### Port wiring, run 1

Scale: 3 px per um.
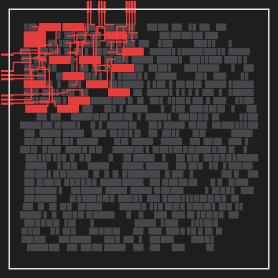
### Gate-type map, run 1

Scale: 6 px per um.
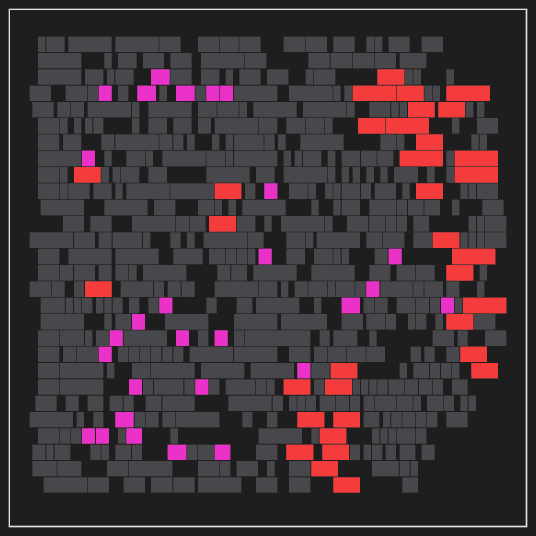
### Drive-strength map, run 1

Scale: 6 px per um.
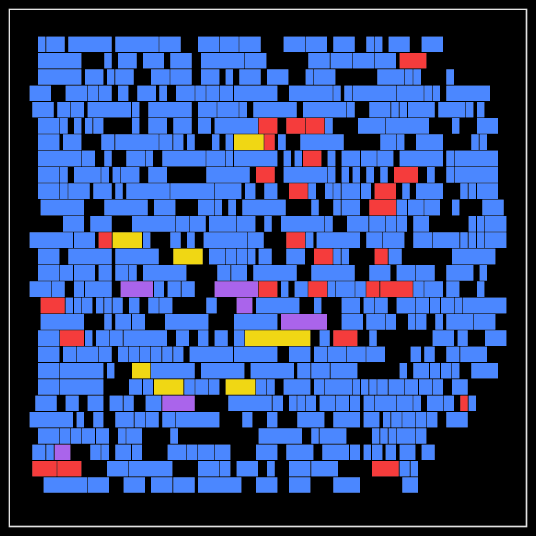
$ cat src/rtl/lif_neuron.sv
// Leaky integrate-and-fire neuron.
// Integrates an unsigned synaptic trace into a membrane potential with a
// shift-based leak. When the potential reaches threshold, the neuron emits a
// one-cycle spike, clears the potential and enters a refractory period.
// The design uses two states:
//   state   | meaning
//   S_INTEG | integrating input and leaking; fires on threshold crossing
//   S_REFR  | refractory: potential held at 0, inputs dropped and counted
module lif_neuron #(
  parameter int W_IN       = 8,
  parameter int W_V        = 16,
  parameter int THRESH     = 1000,
  parameter int LEAK_SHIFT = 3,
  parameter int REFRAC     = 4,
  parameter int W_CNT      = 16
) (
  input  logic             clk,
  input  logic             reset,
  input  logic             en,
  input  logic             psc_valid,
  input  logic [W_IN-1:0]  psc_in,
  output logic             spike_out,
  output logic [W_V-1:0]   v_mem,
  output logic             refractory,
  output logic [W_CNT-1:0] spike_count,
  output logic [W_CNT-1:0] drop_count
);

  // The refractory counter needs at least one bit, even when REFRAC is 0.
  localparam int W_R = (REFRAC > 1) ? $clog2(REFRAC + 1) : 1;

  localparam logic [W_V-1:0]   THRESH_V = W_V'(THRESH);
  localparam logic [W_R-1:0]   REFRAC_R = W_R'(REFRAC);
  localparam logic [W_R-1:0]   RCNT_ONE = W_R'(1);
  localparam logic [W_CNT-1:0] CNT_MAX  = '1;

  typedef enum logic {
    S_INTEG = 1'b0,
    S_REFR  = 1'b1
  } state_t;

  state_t           state_q, state_d;
  logic [W_V-1:0]   v_q, v_d;
  logic             spike_q, spike_d;
  logic [W_R-1:0]   rcnt_q, rcnt_d;
  logic [W_CNT-1:0] spike_count_q, spike_count_d;
  logic [W_CNT-1:0] drop_count_q, drop_count_d;

  logic [W_V:0]     v_ext;
  logic [W_V:0]     leak;
  logic [W_V:0]     add;
  logic [W_V:0]     v_sum;
  logic [W_V-1:0]   v_next;
  logic             fire;

  // Leak-and-integrate datapath, one bit wider than v so the sum can saturate.
  // v - (v >> LEAK_SHIFT) never underflows, and adding one input sample can
  // at most set the extra bit, so W_V+1 bits always suffice.
  always_comb begin
    v_ext  = {1'b0, v_q};
    leak   = v_ext >> LEAK_SHIFT;
    add    = psc_valid ? (W_V + 1)'(psc_in) : '0;
    v_sum  = v_ext - leak + add;
    v_next = v_sum[W_V] ? {W_V{1'b1}} : v_sum[W_V-1:0];
    fire   = (v_next >= THRESH_V);
  end

  // Next-state and next-output logic; en=0 holds everything except the spike.
  always_comb begin
    state_d       = state_q;
    v_d           = v_q;
    spike_d       = 1'b0;
    rcnt_d        = rcnt_q;
    spike_count_d = spike_count_q;
    drop_count_d  = drop_count_q;

    if (en) begin
      case (state_q)
        S_INTEG: begin
          if (fire) begin
            spike_d = 1'b1;
            v_d     = '0;
            if (spike_count_q != CNT_MAX) begin
              spike_count_d = spike_count_q + 1'b1;
            end
            if (REFRAC > 0) begin
              state_d = S_REFR;
              rcnt_d  = REFRAC_R;
            end
          end else begin
            v_d = v_next;
          end
        end

        S_REFR: begin
          v_d    = '0;
          rcnt_d = rcnt_q - 1'b1;
          if (psc_valid && (drop_count_q != CNT_MAX)) begin
            drop_count_d = drop_count_q + 1'b1;
          end
          if (rcnt_q == RCNT_ONE) begin
            state_d = S_INTEG;
          end
        end

        default: begin
          state_d = S_INTEG;
          v_d     = '0;
          rcnt_d  = '0;
        end
      endcase
    end
  end

  // State and output registers with synchronous active-high reset.
  always_ff @(posedge clk) begin
    if (reset) begin
      state_q       <= S_INTEG;
      v_q           <= '0;
      spike_q       <= 1'b0;
      rcnt_q        <= '0;
      spike_count_q <= '0;
      drop_count_q  <= '0;
    end else begin
      state_q       <= state_d;
      v_q           <= v_d;
      spike_q       <= spike_d;
      rcnt_q        <= rcnt_d;
      spike_count_q <= spike_count_d;
      drop_count_q  <= drop_count_d;
    end
  end

  assign spike_out   = spike_q;
  assign v_mem       = v_q;
  assign refractory  = (state_q == S_REFR);
  assign spike_count = spike_count_q;
  assign drop_count  = drop_count_q;

endmodule

$ cat config.mk
export PLATFORM = sky130hd
export DESIGN_NAME = lif_neuron
export DESIGN_NICKNAME = d
export VERILOG_FILES = /design/src/rtl/lif_neuron.sv
export SDC_FILE = /design/constraint.sdc
export NUM_CORES = 1
export LEC_CHECK = 0
export CORE_MARGIN = 3
export CORE_UTILIZATION = 58
export DETAILED_ROUTE_END_ITERATION = 8
export PLACE_DENSITY_LB_ADDON = 0.08
export SKIP_CTS_REPAIR_TIMING = 1
export SLEW_MARGIN = 15
export SYNTH_ARGS = -nofsm -noshare
export SYNTH_HDL_FRONTEND = slang
export SYNTH_SLANG_ARGS = --single-unit
$ cat constraint.sdc
create_clock -name clk -period 11.06 [get_ports clk]
set_input_delay 2.212 -clock clk [delete_from_list [all_inputs] [get_ports clk]]
set_output_delay 2.212 -clock clk [all_outputs]
set_load 0.01 [all_outputs]
==> metrics.yaml, run 1 <==
status: "finished clean"
synth_area_leader_cell: "dfxtp_1"
cpMaxStageDelayCell: "xnor2_1"
drtIter0Drc: 167
rrSetupSlack_ns: 6.73
fp_util_pct: 61.2
max_freq_mhz: 152
r2r-end: "spike_count[6]"
synthMuxAreaShare_pct: 3.41
cp_top_family: "buffers and inverters"
antenna_found_initial: 0
grt_pass1_vias: 3212
synthesis.area_um2: 3710
worst_pin_slew_ns: 0.912
drtAntennaViolNets: 0
grt-ovfl-total: 0
clk_latency_ns: 0.31
endpoint: "spike_count[6]"
chipArea_um2: 7390
setup-tns-final_ns: 0
final_hold_viol_count: 0
area_growth_pct: 19.8
rr_worst_depth: 14
synth_area_per_cell_um2: 8.24
min_period_ns: 6.58
logic_area_um2: 2420
p_seq_share_pct: 47.5
simple_gate_share_pct: 24.3
yosysUniqueCellTypes: 62
crit_type: "primary input to register"
clkPwrFrac_pct: 32.0
yosysSeqAreaShare_pct: 28.6
pg_comb_mw: 0.0844
drt_pre_antenna_iters: 4
powerSeq_mw: 0.196
power_mw: 0.412
required_ns: 11.26
final.fill_count: 499
fin_skew_ns: 0.0110
reg2reg_from: "v_mem[1]"
clock-sinks: 53
min_path_cells: 2
hold_path_class: "register to register"
die_y_um: 86.0
cts_made_buffers: 5
powerClk_mw: 0.132
p_sw_mw: 0.114
start_kind: "primary input"
critPathBufInv: 3
ys_sh_aoi_pct: 19.2
comb_power_share_pct: 20.5
grt_use_total_pct: 23.2
ys_sh_adder_pct: 13.1
cap_violations: 0
warning_count: 27
wl_per_cell_um: 14.3
setup_viol: 0
port_buffers: 61
async_reset_ff_share_pct: 0
cts-root-buf: "clkbuf_8"
drc: 0
grt_pass1_wl_mm: 14.3
yosysCellCount: 450
ios: 62
htree_levels: 2
clock_path_buffers: 2
slew_headroom_pct: 38.8
synthCells: 450
powerDensity_nw_per_um2: 92.8
grt_max_degree: 52
die_x_um: 86.0
nNetsFinal: 547
vias: 3356
holdPathEnd: "v_mem[2]"
Notes on 'Port wiring' above:
colour	port	bits	direction	end cells	buffers	wire
red	drop_count	16	output	16	16	531 um

Notes on 'Gate-type map' above:
colour	family	cells
red	adder and majority cells	34
magenta	AND and OR gates	28

Notes on 'Drive-strength map' above:
colour	size	cells
red	drive 2	26
blue	drive 1 or less	463
yellow	drive 6 and up	7
purple	drive 3 to 4	6

-- run 1: stage by stage --
step / cell area [um2] / worst slack (ns) / instances / util (%) / hold slack (ns)
2_1_floorplan: 3710 / 5.16 / 450 / - / 0.483
3_3_place_gp: 4330 / 4.35 / 569 / 71.4 / 0.471
3_5_place_dp: 4330 / 4.17 / 569 / 71.4 / 0.480
4_1_cts: 4440 / 4.50 / 577 / 73.3 / 0.493
5_1_grt: 4440 / 4.13 / 577 / 73.3 / 0.513
6_report: 4440 / 4.48 / 577 / 73.3 / 0.492
-- run 1: worst min-delay path, cell delays in order (launching register included) --
cell,delay (ns)
dfxtp_1,0.34
nand2_1,0.07
o21ai_2,0.04
-- run 1: layout by cell type, fill, tap and decap left out, types with 11 or more instances in the layout --
cell and n:
nand3_1 14, nand2_1 39, nor2_1 45, ha_1 26
inv_1 34, o21ai_0 21, a21oi_1 25, clkdlybuf4s50_1 61
xor2_1 11, xnor2_1 11, dfxtp_1 53
-- run 1: layer usage --
| layer | share of wire [%] | vias to the layer above | track usage [%] | wire length (um) |
|---|---|---|---|---|
| met5 | 0 | - | 0 | 0 |
| met4 | 1.7 | 0 | 7.77 | 142 |
| met3 | 4.1 | 19 | 3.27 | 336 |
| met2 | 48 | 100 | 37.7 | 3960 |
| met1 | 46 | 1553 | 31.5 | 3830 |
| li1 | - | 1684 | - | - |
-- run 1: layout make-up --
| class | count | share of cell area (%) |
|---|---|---|
| multi-input combinational | 343 | 54.4 |
| inverter | 35 | 2.96 |
| tap | 75 | 2.11 |
| timing repair buffer | 63 | 14.1 |
| clock inverter | 3 | 0.986 |
| sequential | 53 | 23.9 |
| clock buffer | 5 | 1.55 |
-- run 1: state kept, by name (all words and copies together) (netlist names) --
signal,count
drop_count,16
rcnt_q,3
refractory,1
spike_count,16
spike_out,1
v_mem,16
### Pin map, run 1

Scale: 6 px per um. Pins as bars across the die edge, other pins in grey.
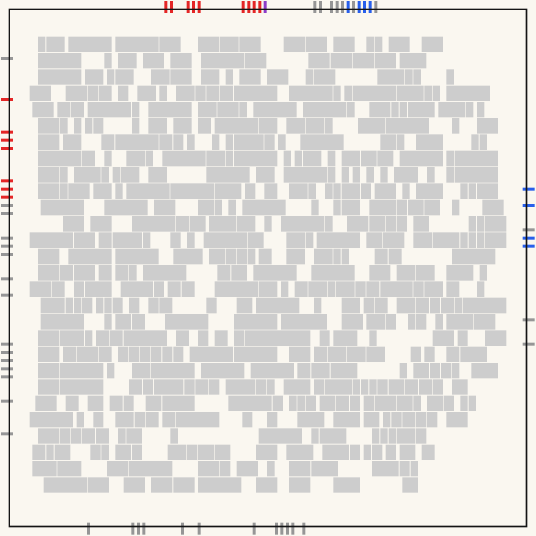

## Run 2: what changed since run 1
Settings changed: CORE_UTILIZATION 58 to 54.
Clock period 11.06 ns to 6.5 ns, I/O delays scaled along.
### Pin map, run 2

Scale: 6 px per um. Pins as bars across the die edge, other pins in grey.
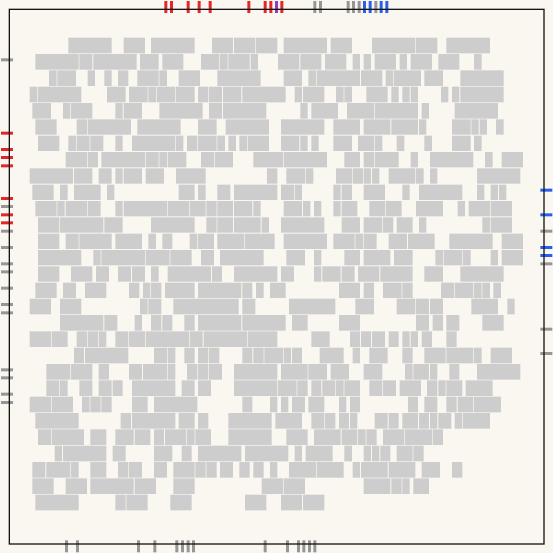
colour	port	pins	direction	edge
blue	psc_in	8	input	4 top, 4 right
purple	psc_valid	1	input	top
red	drop_count	16	output	9 top, 7 left
all pins by edge	20 left, 20 top, 14 bottom, 8 right

### Drive-strength map, run 2

Scale: 6 px per um.
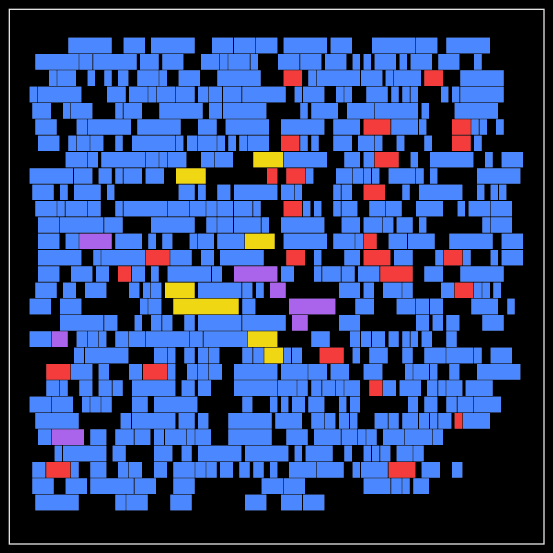
colour	size	cells	most used
blue	drive 1 or less	463	clkdlybuf4s50_1
red	drive 2	26	o21ai_2
yellow	drive 6 and up	7	clkbuf_8
purple	drive 3 to 4	7	buf_4

==> run 2 against run 1 <==
Net effect:
- final area is 0.23% higher
- register-to-register slack worse by 4.4 ns
- count of clock-buffer cells in the layout did not move
- first-iteration DRC count fell by 37%
- power is 71% higher
- combinational power is 69% higher
- sequential power increased by about 70%
- global-route usage decreased by 0.98 points
- utilization shrank 4.7 points
- wire length up 1.3%
- via count fell by 1.7%
- critical path depth stayed put
==> metrics.yaml, run 2 <==
status: "finished clean"
min_path_cells: 2
grt_pass1_wl_mm: 14.2
max_freq_mhz: 183
setup-tns-final_ns: 0
layout.cells.most_common: "clkdlybuf4s50_1"
synth_area_per_cell_um2: 8.24
grt_max_degree: 52
holdPathEnd: "v_mem[2]"
async_reset_ff_share_pct: 0
drt_pre_antenna_iters: 4
grt_use_total_pct: 22.2
drc: 0
grt_pass1_vias: 3206
min_period_ns: 5.46
final_cell_count_no_fill: 580
core_area_um2: 6490
vias: 3298
rr_worst_depth: 14
clock_path_buffers: 2
die_x_um: 88.9
p_sw_mw: 0.199
synth_area_leader_cell: "dfxtp_1"
met1_length_mm: 3.92
yosysUniqueCellTypes: 62
pre_cts_ws_ns: 0.685
synthesis.area_um2: 3710
area_growth_pct: 20.0
drtAntennaViolNets: 0
wl_met3_um: 328
final_area_um2: 4450
place_inst: 572
cp_top_family: "AND-OR/OR-AND gates"
nNetsFinal: 548
cts-root-buf: "clkbuf_8"
powerDensity_nw_per_um2: 159
fin_skew_ns: 0.0132
place_area_um2: 4340
fp_util_pct: 57.1
slew_headroom_pct: 48.8
cpMaxStageDelayCell: "clkdlybuf4s50_1"
rsz0062_at_grt: "false"
wl_per_cell_um: 14.4
htree_levels: 2
synthCells: 450
setup_viol: 0
crit_start: "psc_valid"
cts_made_buffers: 5
critPathBufInv: 3
p_seq_share_pct: 47.2
synth-edff-count: 0
clk_latency_ns: 0.31
comb_power_share_pct: 20.3
worst_pin_slew_ns: 0.765
layout_setup_ws_ns: 1.04
utilization_pct: 68.5
yosysSeqAreaShare_pct: 28.6
path_cells: "clkdlybuf4s50_1 -> nand2_1 -> fa_1 -> inv_1 -> fa_1 -> a211oi_1 -> nor3b_2 -> nor2_2 -> o21ai_0 -> o311ai_0 -> xor2_1 -> nor4_4 -> buf_4 -> nor4_1 -> mux2_2"
drtIter0Drc: 106
timing.hold.ws_ns: 0.487
port_buffers: 61
clkPwrFrac_pct: 32.6
die_y_um: 88.9
rrSetupSlack_ns: 2.32
lay_top_cells: "clkdlybuf4s50_1 (61), dfxtp_1 (53), nor2_1 (45), nand2_1 (39), inv_1 (34)"
power_mw: 0.707
cap_violations: 0
yosysCellCount: 450
chipArea_um2: 7900
antenna_found_initial: 0
clock-sinks: 53
grt-ovfl-total: 0
r2r-end: "spike_count[6]"
top_layer: "met4"
start_kind: "primary input"
warning_count: 27
grt_util_met1_pct: 29.1
reg2reg_from: "v_mem[1]"
hold_path_class: "register to register"
crit_type: "primary input to register"
dr_wl_met2_mm: 4.06
use_met3_pct: 3.45
final_hold_viol_count: 0
run 2: worst reg2reg max path, delay by kind of cell (launching register included):
kind	cells	cell delay, ns
adders and majority gates	2	1.01
muxes	1	0.36
and+or+nand+nor	4	0.70
AOI/OAI and AO/OA	3	0.98
DFF	1	0.38
xor gates and xnor gates	1	0.28
buffers and inverters	3	0.37
run 2: how the worst max path moves through the flow:
| stage | end | slack (ns) | cells after the start |
|---|---|---|---|
| 2_1_floorplan | spike_count[10] | 1.52 | 15 |
| 3_3_place_gp | spike_count[6] | 0.79 | 15 |
| 3_5_place_dp | spike_count[6] | 0.69 | 15 |
| 4_1_cts | spike_count[6] | 1.0 | 15 |
| 5_1_grt | spike_count[6] | 0.76 | 15 |
| 6_report | spike_count[6] | 1.04 | 15 |
run 2: kinds of logic after synthesis:
logic type / synth area share [%]
AOI/OAI and AO/OA: 19.2
buffers and inverters: 6.21
muxes: 3.41
xor gates and xnor gates: 5.20
and+or+nand+nor: 24.3
DFF: 28.6
adders and majority gates: 13.1
run 2: area by class of cell:
cell class | count | area (um2)
Timing Repair Buffer | 64 | 633
Inverter | 35 | 131
Tap cell | 77 | 96.3
Sequential cell | 53 | 1060
Multi-Input combinational cell | 343 | 2420
Fill cell | 552 | 2040
Clock buffer | 5 | 68.8
Clock inverter | 3 | 43.8
run 2: power groups by stage:
| stage | registers (mW) | logic, mW | clock network [mW] |
|---|---|---|---|
| 2_1_floorplan | 0.341 | 0.108 | 0 |
| 3_3_place_gp | 0.341 | 0.140 | 0 |
| 3_5_place_dp | 0.341 | 0.142 | 0 |
| 4_1_cts | 0.333 | 0.143 | 0.238 |
| 5_1_grt | 0.334 | 0.160 | 0.249 |
| 6_report | 0.333 | 0.143 | 0.230 |
Power is estimated from default activity; no workload was simulated.
